==> images/layer_met3.png <==
The bar under the picture is 20 um long.
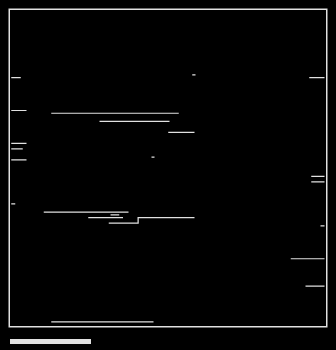
==> images/layer_met2.png <==
The bar under the picture is 20 um long.
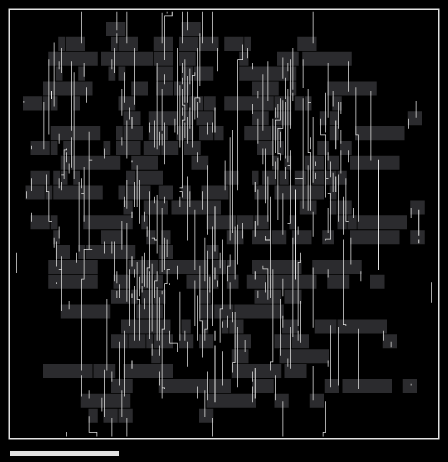
==> images/detail.png <==
The bar under the picture is 5 um long. Window x 10 to 30, y 49 to 69 um. Cells in gray, sequential cells in the stronger gray; small squares are vias.
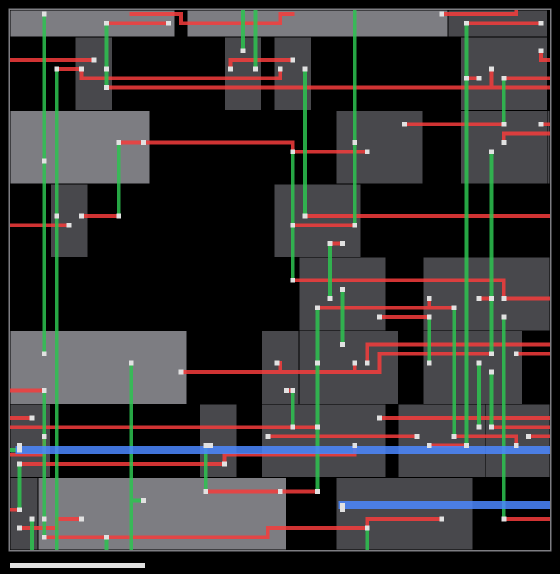
==> images/congestion.png <==
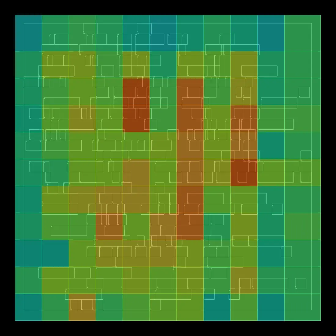
==> images/layer_met1.png <==
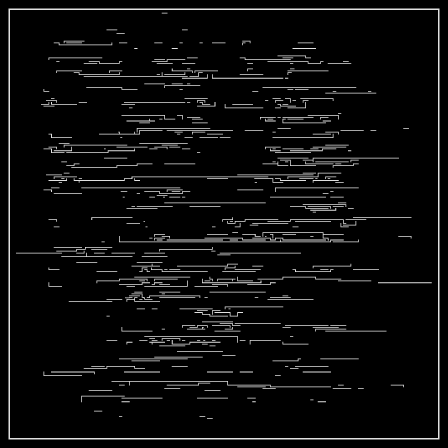
File: src/rtl/uart_rx_pkg.sv
// Shared definitions for the UART receive controller.
//  - FSM state encodings (plain logic constants for legacy tools).
//  - PRESCALE_MIN: smallest legal oversampling ratio; also the reset value of
//    the latched prescale so bit_end decoding is sane before the first frame.
//  - majority3: 2-of-3 vote used when UART_RX_MAJORITY_EN is defined.
package uart_rx_pkg;

  localparam logic [2:0] IDLE   = 3'd0;
  localparam logic [2:0] START  = 3'd1;
  localparam logic [2:0] DATA   = 3'd2;
  localparam logic [2:0] PARITY = 3'd3;
  localparam logic [2:0] STOP   = 3'd4;
  localparam logic [2:0] DONE   = 3'd5;

  localparam int unsigned PRESCALE_MIN = 8;

  function automatic logic majority3(input logic [2:0] v);
    return (v[0] & v[1]) | (v[0] & v[2]) | (v[1] & v[2]);
  endfunction

endpackage

File: src/rtl/rx_data_sampling.sv
// Oversampling bit sampler for the UART receiver.
// Build option: UART_RX_MAJORITY_EN
//   defined     - RX line captured at edge_cnt = mid-1, mid, mid+1; bit = 2-of-3 vote
//   not defined - single capture at edge_cnt = mid
//   where mid = prescale/2. sampled_bit is stable by bit_end (edge_cnt = prescale-1).
// Ports:
//   clk, rst_n   clock, async active-low reset
//   rx_in        synchronised serial line
//   prescale     latched oversampling ratio
//   edge_cnt     position within the current bit period
//   sampled_bit  recovered bit value
module rx_data_sampling
  import uart_rx_pkg::*;
#(
  parameter int unsigned PRESCALE_WIDTH = 6
) (
  input  logic                      clk,
  input  logic                      rst_n,
  input  logic                      rx_in,
  input  logic [PRESCALE_WIDTH-1:0] prescale,
  input  logic [PRESCALE_WIDTH-1:0] edge_cnt,
  output logic                      sampled_bit
);

  logic [PRESCALE_WIDTH-1:0] mid;
  assign mid = prescale >> 1;

`ifdef UART_RX_MAJORITY_EN
  logic [PRESCALE_WIDTH-1:0] mid_lo;
  logic [PRESCALE_WIDTH-1:0] mid_hi;
  logic [2:0]                votes_q;

  assign mid_lo = mid - PRESCALE_WIDTH'(1);
  assign mid_hi = mid + PRESCALE_WIDTH'(1);

  always_ff @(posedge clk or negedge rst_n) begin
    if (!rst_n) begin
      votes_q <= 3'b000;
    end else begin
      if (edge_cnt == mid_lo) votes_q[0] <= rx_in;
      if (edge_cnt == mid)    votes_q[1] <= rx_in;
      if (edge_cnt == mid_hi) votes_q[2] <= rx_in;
    end
  end

  assign sampled_bit = majority3(votes_q);
`else
  logic sample_q;

  always_ff @(posedge clk or negedge rst_n) begin
    if (!rst_n) begin
      sample_q <= 1'b0;
    end else if (edge_cnt == mid) begin
      sample_q <= rx_in;
    end
  end

  assign sampled_bit = sample_q;
`endif

endmodule

File: src/rtl/uart_rx_ctrl.sv
// UART receive controller: start detection, edge-counter enable, LSB-first
// deserialisation, parity and stop checking, one-cycle result pulses.
// Build option: UART_RX_MAJORITY_EN selects 3-sample majority in rx_data_sampling.
// Ports:
//   CLK, RST     oversampling clock, async active-low reset
//   RX_IN        serial line (idle high, already synchronised)
//   Prescale     oversampling ratio (8/16/32), latched at frame start
//   PAR_EN       parity bit present; PAR_TYP 0 = even, 1 = odd (latched)
//   edge_cnt     returned edge counter value, 0..Prescale-1
//   cnt_enable   enable to the edge counter
//   P_DATA       last good payload
//   data_valid   1-cycle pulse, good frame
//   par_err      1-cycle pulse, parity mismatch
//   stp_err      1-cycle pulse, stop bit low
module uart_rx_ctrl
  import uart_rx_pkg::*;
#(
  parameter int unsigned DATA_WIDTH     = 8,
  parameter int unsigned PRESCALE_WIDTH = 6
) (
  input  logic                      CLK,
  input  logic                      RST,
  input  logic                      RX_IN,
  input  logic [PRESCALE_WIDTH-1:0] Prescale,
  input  logic                      PAR_EN,
  input  logic                      PAR_TYP,
  input  logic [PRESCALE_WIDTH-1:0] edge_cnt,
  output logic                      cnt_enable,
  output logic [DATA_WIDTH-1:0]     P_DATA,
  output logic                      data_valid,
  output logic                      par_err,
  output logic                      stp_err
);

  localparam int unsigned IdxW    = (DATA_WIDTH > 1) ? $clog2(DATA_WIDTH) : 1;
  localparam logic [IdxW-1:0] IdxLast = IdxW'(DATA_WIDTH - 1);

  logic [2:0]                state_q, state_d;
  logic [PRESCALE_WIDTH-1:0] prescale_q, prescale_d;
  logic                      par_en_q, par_en_d;
  logic                      par_typ_q, par_typ_d;
  logic [DATA_WIDTH-1:0]     shift_q, shift_d;
  logic [IdxW-1:0]           idx_q, idx_d;
  logic                      par_fail_q, par_fail_d;
  logic                      cnt_enable_q, cnt_enable_d;
  logic [DATA_WIDTH-1:0]     p_data_q, p_data_d;
  logic                      data_valid_q, data_valid_d;
  logic                      par_err_q, par_err_d;
  logic                      stp_err_q, stp_err_d;

  logic bit_end;
  logic sampled_bit;
  logic stp_fail;

  assign bit_end = (edge_cnt == (prescale_q - PRESCALE_WIDTH'(1)));

  rx_data_sampling #(
    .PRESCALE_WIDTH(PRESCALE_WIDTH)
  ) u_sampling (
    .clk        (CLK),
    .rst_n      (RST),
    .rx_in      (RX_IN),
    .prescale   (prescale_q),
    .edge_cnt   (edge_cnt),
    .sampled_bit(sampled_bit)
  );

  always_comb begin
    state_d      = state_q;
    prescale_d   = prescale_q;
    par_en_d     = par_en_q;
    par_typ_d    = par_typ_q;
    shift_d      = shift_q;
    idx_d        = idx_q;
    par_fail_d   = par_fail_q;
    cnt_enable_d = cnt_enable_q;
    p_data_d     = p_data_q;
    data_valid_d = 1'b0;
    par_err_d    = 1'b0;
    stp_err_d    = 1'b0;
    stp_fail     = 1'b0;

    case (state_q)
      // IDLE and DONE both accept a falling line as a new start bit; frame
      // configuration is captured here so mid-frame input changes are ignored.
      IDLE, DONE: begin
        if (!RX_IN) begin
          state_d      = START;
          cnt_enable_d = 1'b1;
          prescale_d   = Prescale;
          par_en_d     = PAR_EN;
          par_typ_d    = PAR_TYP;
          shift_d      = '0;
          idx_d        = '0;
          par_fail_d   = 1'b0;
        end else begin
          state_d      = IDLE;
          cnt_enable_d = 1'b0;
        end
      end
      START: begin
        if (bit_end) begin
          if (sampled_bit) begin
            // Start bit did not hold low through mid-bit: treat as a glitch.
            state_d      = IDLE;
            cnt_enable_d = 1'b0;
          end else begin
            state_d = DATA;
          end
        end
      end
      DATA: begin
        if (bit_end) begin
          shift_d[idx_q] = sampled_bit;
          if (idx_q == IdxLast) begin
            idx_d   = '0;
            state_d = par_en_q ? PARITY : STOP;
          end else begin
            idx_d = idx_q + IdxW'(1);
          end
        end
      end
      PARITY: begin
        if (bit_end) begin
          par_fail_d = sampled_bit ^ (^shift_q ^ par_typ_q);
          state_d    = STOP;
        end
      end
      STOP: begin
        if (bit_end) begin
          stp_fail     = ~sampled_bit;
          // Result pulses are registered here so they are high exactly
          // during the single DONE cycle, with P_DATA already updated.
          if (!par_fail_q && !stp_fail) begin
            p_data_d     = shift_q;
            data_valid_d = 1'b1;
          end else begin
            par_err_d = par_fail_q;
            stp_err_d = stp_fail;
          end
          cnt_enable_d = 1'b0;
          state_d      = DONE;
        end
      end
      default: begin
        state_d      = IDLE;
        cnt_enable_d = 1'b0;
      end
    endcase
  end

  always_ff @(posedge CLK or negedge RST) begin
    if (!RST) begin
      state_q      <= IDLE;
      prescale_q   <= PRESCALE_WIDTH'(PRESCALE_MIN);
      par_en_q     <= 1'b0;
      par_typ_q    <= 1'b0;
      shift_q      <= '0;
      idx_q        <= '0;
      par_fail_q   <= 1'b0;
      cnt_enable_q <= 1'b0;
      p_data_q     <= '0;
      data_valid_q <= 1'b0;
      par_err_q    <= 1'b0;
      stp_err_q    <= 1'b0;
    end else begin
      state_q      <= state_d;
      prescale_q   <= prescale_d;
      par_en_q     <= par_en_d;
      par_typ_q    <= par_typ_d;
      shift_q      <= shift_d;
      idx_q        <= idx_d;
      par_fail_q   <= par_fail_d;
      cnt_enable_q <= cnt_enable_d;
      p_data_q     <= p_data_d;
      data_valid_q <= data_valid_d;
      par_err_q    <= par_err_d;
      stp_err_q    <= stp_err_d;
    end
  end

  assign cnt_enable = cnt_enable_q;
  assign P_DATA     = p_data_q;
  assign data_valid = data_valid_q;
  assign par_err    = par_err_q;
  assign stp_err    = stp_err_q;

endmodule

File: config.mk
export PLATFORM = sky130hd
export DESIGN_NAME = uart_rx_ctrl
export DESIGN_NICKNAME = d
export VERILOG_FILES = /design/src/rtl/uart_rx_pkg.sv /design/src/rtl/rx_data_sampling.sv /design/src/rtl/uart_rx_ctrl.sv
export SDC_FILE = /design/constraint.sdc
export NUM_CORES = 1
export LEC_CHECK = 0
export CAP_MARGIN = 40
export CORE_MARGIN = 2
export CORE_UTILIZATION = 35
export DETAILED_ROUTE_END_ITERATION = 6
export GPL_TIMING_DRIVEN = 1
export PLACE_DENSITY = 0.54
export SYNTH_ARGS = -nofsm -noshare
export SYNTH_HDL_FRONTEND = slang
export SYNTH_HIERARCHICAL = 1
export SYNTH_SLANG_ARGS = --single-unit
File: constraint.sdc
create_clock -name CLK -period 3.01 [get_ports CLK]
set_clock_uncertainty 0.2 [all_clocks]
set_input_delay 0.4515 -clock CLK [delete_from_list [all_inputs] [get_ports CLK]]
set_output_delay 0.4515 -clock CLK [all_outputs]
set_load 0.1 [all_outputs]
==> flow_summary.yaml <==
# yosys + openroad results
run_status:
  status: "completed"
route:
  drtIter0Drc: 100
  dr_wl_met3_um: 171
  dr_wl_met2_mm: 1.84
grt:
  grt_max_degree: 37
  grt_pass1_wl_mm: 6.59
  first_global_vias: 1348
cells_and_area:
  layout-drive-gt1-share_pct: 15.3
  fin_cells: 294
  fin_nets: 242
  seq_cell_count: 36
  inverters: 6
  nMultiInputCombCells: 139
  num-nonclk-buffers: 34
  layout.cells.most_common: "dfrtp_1"
  diodes: 0
  clockNetworkAreaShare_pct: 4.08
  comb_area_share_pct: 40.7
clocking:
  h-tree-depth: 2
  clkSinkCount: 36
  cts_tree: "built"
  cts_made_buffers: 5
  clk_path_buf_depth: 2
synth:
  yosys_warnings: 6
  ys_cells: 191
  ys_sh_mux_pct: 5.77
  topCellsByArea: "dfrtp_1, xnor2_1, mux2_1, nand2_1, o21ai_0"
  simple_gate_area_share_pct: 20.0
  edf_count: 0
  syn_nets: 211
sta:
  fin_tns_setup_ns: 0
  relSlewSlack_pct: 47.1
  whs_ns: 0.0416
  tightest_slew_ns: 0.794
  finalCriticalPeriod_ns: 2.59
worst_setup_path:
  r2r.worst_path.cells: 8
  r2r-end: "shift_q[0]"
  r2r_start: "prescale_q[0]"
  crit_chain: "inv_1, ha_1, xnor2_1, a21o_1, o21ai_1, nand4b_2, or4_1, a32o_1"
  end_kind: "flop"
  regToRegSetupSlack_ns: 0.42
  path_buffers: 1
  crit_fanout: 8
run:
  tool_warnings: 26
  maxCapViolations: 0
power:
  leakagePower_nw: 1.06
  p_seq_share_pct: 43.3
  p_per_area_nw_per_um2: 690
  power_leader: "sequential cells"
  swShare_pct: 36.4
  powerClk_mw: 0.373
  seq_power_mw: 0.706
  comb_cell_power_mw: 0.552
place:
  hpwl_mm: 2.75
  dp_slack_ns: 0.178
  numPortBuffers: 28
die:
  taps: 72
  num_rows: 27
  fp.dieH_um: 78.3
  ios: 29
Back to the opening pictures, layer_met3.png:
nets with wire on the layer	18
longest straight run	31.3 um
wire length on this layer	171 um
main direction	horizontal
share of all routed wire	4.4%

Back to the opening pictures, layer_met2.png:
wire length on this layer	1840 um
main direction	vertical
nets with wire on the layer	186
share of all routed wire	47%
longest straight run	23.8 um
routed vias: 1460
routed wire length: 3.94 mm
met2 usage: 21.1%

Back to the opening pictures, detail.png:
color	layer
red	metal 1
blue	metal 3
green	metal 2
cells with their middle in the window	23
most frequent	xnor2_1 (6), nand2_1 (4), dfrtp_1 (3)
sequential cells in the window	3
netlist names of flops here include	prescale_q (3)

Back to the opening pictures, congestion.png:
Global Route Usage Sum: 14.0%
met1 global-route usage: 18.9%
fin util: 43.7%
most used routing layer: met2
GR Util met3: 3.79%

Back to the opening pictures, layer_met1.png:
main direction	horizontal
longest straight run	38.6 um

[how the worst max path moves through the flow]
stage	from	end	slack (ns)
detailed placement	edge_cnt[2]	shift_q[0]	0.18
finish	prescale_q[0]	shift_q[0]	0.42
CTS	prescale_q[0]	shift_q[0]	0.40
global route	prescale_q[1]	shift_q[5]	0.23
floorplan	prescale_q[0]	P_DATA[0]	0.57
global placement	edge_cnt[3]	shift_q[0]	0.21
[worst register-to-register path, cell delays in order (launching register included)]
cell and delay, ns:
dfrtp_1 0.43, inv_1 0.09, ha_1 0.26, xnor2_1 0.14, a21o_1 0.18, o21ai_1 0.23
nand4b_2 0.25, or4_1 0.45, a32o_1 0.26
[state kept, by name, summed over array words and instances (netlist names), 3 cells and up]
name	flops
idx_q	3
P_DATA	8
shift_q	8
state_q	3
prescale_q	6
Power and IR drop assume default switching activity.
